<file path="config.mk">
export PLATFORM = sky130hd
export DESIGN_NAME = dual_port_ram_sync_flat
export DESIGN_NICKNAME = d
export VERILOG_FILES = /design/src/rtl/dual_port_ram_sync_if.sv /design/src/rtl/dual_port_ram_sync.sv /design/src/flat_wrapper.sv
export SDC_FILE = /design/constraint.sdc
export NUM_CORES = 2
export LEC_CHECK = 0
export CAP_MARGIN = 20
export CELL_PAD_IN_SITES_DETAIL_PLACEMENT = 0
export CELL_PAD_IN_SITES_GLOBAL_PLACEMENT = 2
export CORE_UTILIZATION = 49
export DETAILED_ROUTE_END_ITERATION = 6
export PLACE_DENSITY = 0.91
export SYNTH_ARGS = -nofsm -noshare
export SYNTH_HDL_FRONTEND = slang
export SYNTH_SLANG_ARGS = --single-unit
</file>
<file path="constraint.sdc">
create_clock -name clk -period 3.7 [get_ports clk]
set_input_delay 0.555 -clock clk [delete_from_list [all_inputs] [get_ports clk]]
set_output_delay 0.555 -clock clk [all_outputs]
set_load 0.01 [all_outputs]
</file>
<file path="src/rtl/dual_port_ram_sync_if.sv">
// dual_port_ram_sync request/response bundle.
// Left and right ports plus shared status flags.
interface dual_port_ram_sync_if #(
  parameter int D_WIDTH = 8,
  parameter int A_WIDTH = 8
);
  logic               ready;
  logic               req_l;
  logic               we_l;
  logic [A_WIDTH-1:0] addr_l;
  logic [D_WIDTH-1:0] wdata_l;
  logic [D_WIDTH-1:0] rdata_l;
  logic               rvalid_l;
  logic               wdrop_l;
  logic               req_r;
  logic               we_r;
  logic [A_WIDTH-1:0] addr_r;
  logic [D_WIDTH-1:0] wdata_r;
  logic [D_WIDTH-1:0] rdata_r;
  logic               rvalid_r;
  logic               wdrop_r;
  logic               coll;

  modport master (
    input  ready,
    output req_l, we_l, addr_l, wdata_l,
    input  rdata_l, rvalid_l, wdrop_l,
    output req_r, we_r, addr_r, wdata_r,
    input  rdata_r, rvalid_r, wdrop_r,
    input  coll
  );

  modport slave (
    output ready,
    input  req_l, we_l, addr_l, wdata_l,
    output rdata_l, rvalid_l, wdrop_l,
    input  req_r, we_r, addr_r, wdata_r,
    output rdata_r, rvalid_r, wdrop_r,
    output coll
  );
endinterface

</file>
<file path="src/rtl/dual_port_ram_sync.sv">
// Synchronous dual-port RAM with zeroing init sweep
// and deterministic same-address collision handling.
module dual_port_ram_sync #(
  parameter int D_WIDTH   = 8,
  parameter int A_WIDTH   = 8,
  parameter int READ_MODE = 0,
  parameter int PRIORITY  = 0
) (
  input logic clk,
  input logic rst,
  dual_port_ram_sync_if.slave bus
);
  localparam int DEPTH = 2 ** A_WIDTH;

  typedef enum logic {INIT, RUN} state_t;

  state_t             state;
  state_t             state_nxt;
  logic [A_WIDTH-1:0] cnt;
  logic [A_WIDTH-1:0] cnt_nxt;
  logic               ptr;

  logic [D_WIDTH-1:0] mem [DEPTH];

  logic ready;
  logic acc_l;
  logic acc_r;
  logic wr_l;
  logic wr_r;
  logic rd_l;
  logic rd_r;
  logic same;
  logic ww;
  logic win_l;
  logic commit_l;
  logic commit_r;
  logic fwd_l;
  logic fwd_r;
  logic hit;

  assign ready     = (state == RUN);
  assign bus.ready = ready;

  // Requests on a reset edge are dropped with the rest of the state.
  assign acc_l = ready & rst & bus.req_l;
  assign acc_r = ready & rst & bus.req_r;
  assign wr_l  = acc_l & bus.we_l;
  assign wr_r  = acc_r & bus.we_r;
  assign rd_l  = acc_l & ~bus.we_l;
  assign rd_r  = acc_r & ~bus.we_r;
  assign same  = (bus.addr_l == bus.addr_r);
  assign ww    = wr_l & wr_r & same;
  assign hit   = acc_l & acc_r & same & (bus.we_l | bus.we_r);

  // Pointer 0 means left holds the round-robin token.
  assign win_l    = (PRIORITY == 0) || !ptr;
  assign commit_l = wr_l & ~(ww & ~win_l);
  assign commit_r = wr_r & ~(ww & win_l);

  // Write-through forwards the other port's data on a hit.
  assign fwd_l = (READ_MODE == 1) & rd_l & wr_r & same;
  assign fwd_r = (READ_MODE == 1) & rd_r & wr_l & same;

  // State and sweep counter registers.
  always_ff @(posedge clk) begin
    if (!rst) begin
      state <= INIT;
      cnt   <= '0;
    end else begin
      state <= state_nxt;
      cnt   <= cnt_nxt;
    end
  end

  // Sweep advances one word per edge, then hands over to RUN.
  always_comb begin
    state_nxt = state;
    cnt_nxt   = cnt;
    unique case (state)
      INIT: begin
        cnt_nxt = cnt + 1'b1;
        if (cnt == '1) state_nxt = RUN;
      end
      RUN: begin
        cnt_nxt = '0;
      end
      default: state_nxt = INIT;
    endcase
  end

  // Storage: zeroing sweep during INIT, arbitrated writes in RUN.
  always_ff @(posedge clk) begin
    if (rst) begin
      if (state == INIT) begin
        mem[cnt] <= '0;
      end else begin
        if (commit_l) mem[bus.addr_l] <= bus.wdata_l;
        if (commit_r) mem[bus.addr_r] <= bus.wdata_r;
      end
    end
  end

  // Registered read data, pulses and round-robin pointer.
  always_ff @(posedge clk) begin
    if (!rst) begin
      bus.rdata_l  <= '0;
      bus.rdata_r  <= '0;
      bus.rvalid_l <= 1'b0;
      bus.rvalid_r <= 1'b0;
      bus.wdrop_l  <= 1'b0;
      bus.wdrop_r  <= 1'b0;
      bus.coll     <= 1'b0;
      ptr          <= 1'b0;
    end else begin
      bus.rvalid_l <= rd_l;
      bus.rvalid_r <= rd_r;
      bus.wdrop_l  <= wr_l & ~commit_l;
      bus.wdrop_r  <= wr_r & ~commit_r;
      bus.coll     <= hit;
      if (rd_l) begin
        bus.rdata_l <= fwd_l ? bus.wdata_r : mem[bus.addr_l];
      end
      if (rd_r) begin
        bus.rdata_r <= fwd_r ? bus.wdata_l : mem[bus.addr_r];
      end
      if (ww && PRIORITY == 1) ptr <= win_l;
    end
  end
endmodule

</file>
<file path="src/flat_wrapper.sv">
// flat-port wrapper written by rule: the top's interface ports become plain ports
module dual_port_ram_sync_flat 
#(
  parameter int D_WIDTH   = 8,
  parameter int A_WIDTH   = 8,
  parameter int READ_MODE = 0,
  parameter int PRIORITY  = 0
)
  (clk, rst, bus_ready, bus_req_l, bus_we_l, bus_addr_l, bus_wdata_l, bus_rdata_l, bus_rvalid_l, bus_wdrop_l, bus_req_r, bus_we_r, bus_addr_r, bus_wdata_r, bus_rdata_r, bus_rvalid_r, bus_wdrop_r, bus_coll);
  dual_port_ram_sync_if #(.D_WIDTH(D_WIDTH), .A_WIDTH(A_WIDTH)) bus_i ();
  input logic clk;
  input logic rst;
  output wire logic [$bits(bus_i.ready)-1:0] bus_ready;
  input wire logic [$bits(bus_i.req_l)-1:0] bus_req_l;
  input wire logic [$bits(bus_i.we_l)-1:0] bus_we_l;
  input wire logic [$bits(bus_i.addr_l)-1:0] bus_addr_l;
  input wire logic [$bits(bus_i.wdata_l)-1:0] bus_wdata_l;
  output wire logic [$bits(bus_i.rdata_l)-1:0] bus_rdata_l;
  output wire logic [$bits(bus_i.rvalid_l)-1:0] bus_rvalid_l;
  output wire logic [$bits(bus_i.wdrop_l)-1:0] bus_wdrop_l;
  input wire logic [$bits(bus_i.req_r)-1:0] bus_req_r;
  input wire logic [$bits(bus_i.we_r)-1:0] bus_we_r;
  input wire logic [$bits(bus_i.addr_r)-1:0] bus_addr_r;
  input wire logic [$bits(bus_i.wdata_r)-1:0] bus_wdata_r;
  output wire logic [$bits(bus_i.rdata_r)-1:0] bus_rdata_r;
  output wire logic [$bits(bus_i.rvalid_r)-1:0] bus_rvalid_r;
  output wire logic [$bits(bus_i.wdrop_r)-1:0] bus_wdrop_r;
  output wire logic [$bits(bus_i.coll)-1:0] bus_coll;
  assign bus_ready = bus_i.ready;
  assign bus_i.req_l = bus_req_l;
  assign bus_i.we_l = bus_we_l;
  assign bus_i.addr_l = bus_addr_l;
  assign bus_i.wdata_l = bus_wdata_l;
  assign bus_rdata_l = bus_i.rdata_l;
  assign bus_rvalid_l = bus_i.rvalid_l;
  assign bus_wdrop_l = bus_i.wdrop_l;
  assign bus_i.req_r = bus_req_r;
  assign bus_i.we_r = bus_we_r;
  assign bus_i.addr_r = bus_addr_r;
  assign bus_i.wdata_r = bus_wdata_r;
  assign bus_rdata_r = bus_i.rdata_r;
  assign bus_rvalid_r = bus_i.rvalid_r;
  assign bus_wdrop_r = bus_i.wdrop_r;
  assign bus_coll = bus_i.coll;
  dual_port_ram_sync #(.D_WIDTH(D_WIDTH), .A_WIDTH(A_WIDTH), .READ_MODE(READ_MODE), .PRIORITY(PRIORITY)) u_core (.clk(clk), .rst(rst), .bus(bus_i));
endmodule
</file>
**Routing congestion**

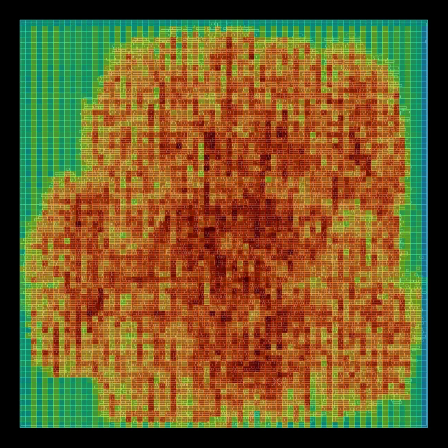
grt met3 use: 0.128
M2 GR Usage: 0.545

**Signal wires on met2**

(1 px per um)
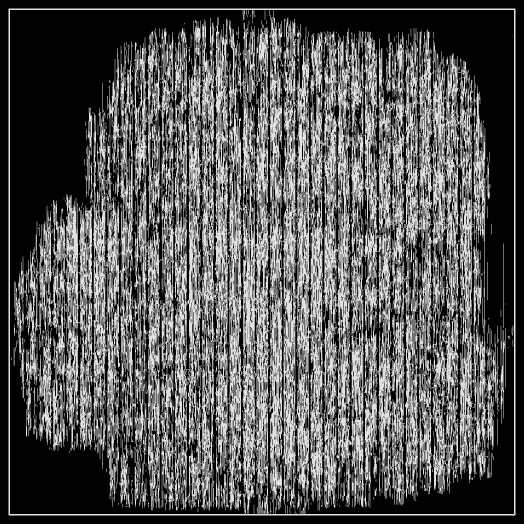
main direction: vertical
share of all routed wire: 43%

**Layout detail**

Window x 240 to 265, y 240 to 265 um. Cells in grey, sequential cells in the stronger grey; small squares are vias.
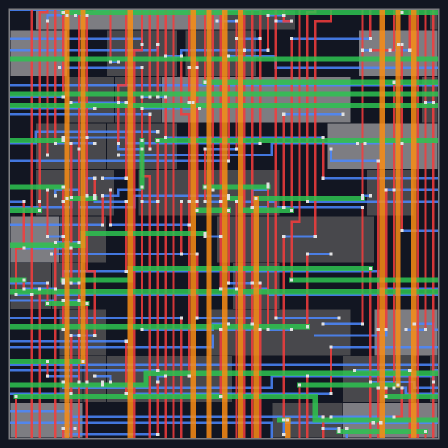
legend:
  M3:
    colour: green
  M1:
    colour: blue
  M2:
    colour: red
  M4:
    colour: orange
cells with their middle in the window: 25
netlist names of flops here include: `u_core.mem` (3)
most frequent: buf_4 (7), mux2_2 (6), edfxtp_1 (3)
sequential cells in the window: 3

==> flow_summary.json <==
{
  "edf_count": 2048,
  "violations": "design-rule violations",
  "grt_usage": 0.377,
  "cts_resized": 0,
  "final-setup-viol-count": 0,
  "rr_worst_depth": 8,
  "fin_util": 0.581,
  "largestClassByArea": "flip-flops and latches",
  "slowest_stage": "dfxtp_1",
  "clock_tree_area_fraction": 0.0519,
  "hold_path_class": "input pin to register",
  "finalPower_mw": 52.8,
  "regArea_um2": 62100,
  "routed_wl_um": 486000,
  "bufAreaShareNonClock": 0.0921,
  "rsz0062_at_grt": "false",
  "pg_clk_mw": 23.5,
  "yosys-top-cells-count": "edfxtp_1, mux2_2, mux4_2",
  "preCtsSetupSlack_ps": -113,
  "cp_top_family": "simple AND/OR/NAND/NOR gates",
  "whs_path_depth": 3,
  "pwr-share-comb": 0.074,
  "status": "finished, violations left",
  "cts.clk_slew.worst_paths_ps": 60,
  "switchingPower_mw": 12.7,
  "yosys-stat-area_um2": 124000,
  "grt_use_met1": 0.486,
  "clkbuf_count": 257,
  "ios": 60,
  "fin_setup_tns_ps": 0,
  "critPathLaunch": "u_core.bus.ready",
  "drive_gt1_frac": 0.556,
  "period_used_share": 0.935,
  "p_int_mw": 40.1,
  "wire_per_inst_um": 41.0,
  "synth-compound-area-share": 0.0404,
  "overflow": 0,
  "antenna_found_initial": 51,
  "logic_area_um2": 57700,
  "clock_path_buffers": 3,
  "via_per_inst": 7.35,
  "mux_area_frac": 0.396,
  "cts_hold_buffers": 0,
  "holdPathEnd": "u_core.bus.coll",
  "syn_area_um2": 124000,
  "core_area_um2": 250000,
  "cp-endpoint": "u_core.mem[244][1]",
  "period_minus_slack_ps": 3460,
  "clock-sinks": 2077,
  "critical_path_peak_fanout": 30,
  "post-cts-setup-buffers": 0,
  "clock.fmax_ghz": 0.289,
  "cts_tree": "done",
  "grt_max_degree": 123,
  "powerDensity_nw_per_um2": 364,
  "slew_violations": 0,
  "clkPwrFrac": 0.444,
  "ir_drop_mv": 0.551,
  "mostFrequentLayoutCell": "edfxtp_1",
  "worst_setup_path_end_kind": "register",
  "place_inst": 11400,
  "largestPowerGroup": "sequential cells",
  "warnings": 44,
  "clkLatencyLatePin_ps": 910,
  "drc_errors": 2,
  "most_common_cell": "edfxtp_1",
  "gp_routability_congestion": 1.05,
  "worstReg2RegEnd": "u_core.mem[244][1]",
  "hold-worst-slack_ps": 273
}
==> per-layer routing <==
| layer | part of all wire | up-vias |
|---|---|---|
| met5 | 0.00052 | - |
| met4 | 0.075 | 34 |
| met3 | 0.15 | 1496 |
| met2 | 0.43 | 7649 |
| met1 | 0.34 | 45100 |
| li1 | - | 33100 |
==> registers in the layout, indices dropped and copies added (netlist names) <==
signal,flops
u_core.mem,2048
u_core.bus.rdata_l,8
u_core.bus.rdata_r,8
u_core.cnt,8
u_core.bus.coll,1
u_core.bus.ready,1
u_core.bus.rvalid_l,1
u_core.bus.rvalid_r,1
u_core.bus.wdrop_r,1
==> kinds of logic after synthesis <==
logic type,count (synthesis)
buffers and inverters,905
adders and majority gates,1
other,1
DFF,2077
xor gates and xnor gates,14
AOI/OAI and AO/OA,778
muxes,3320
and+or+nand+nor,670
Power figures rest on the tool's default switching activity, not on a simulated workload.
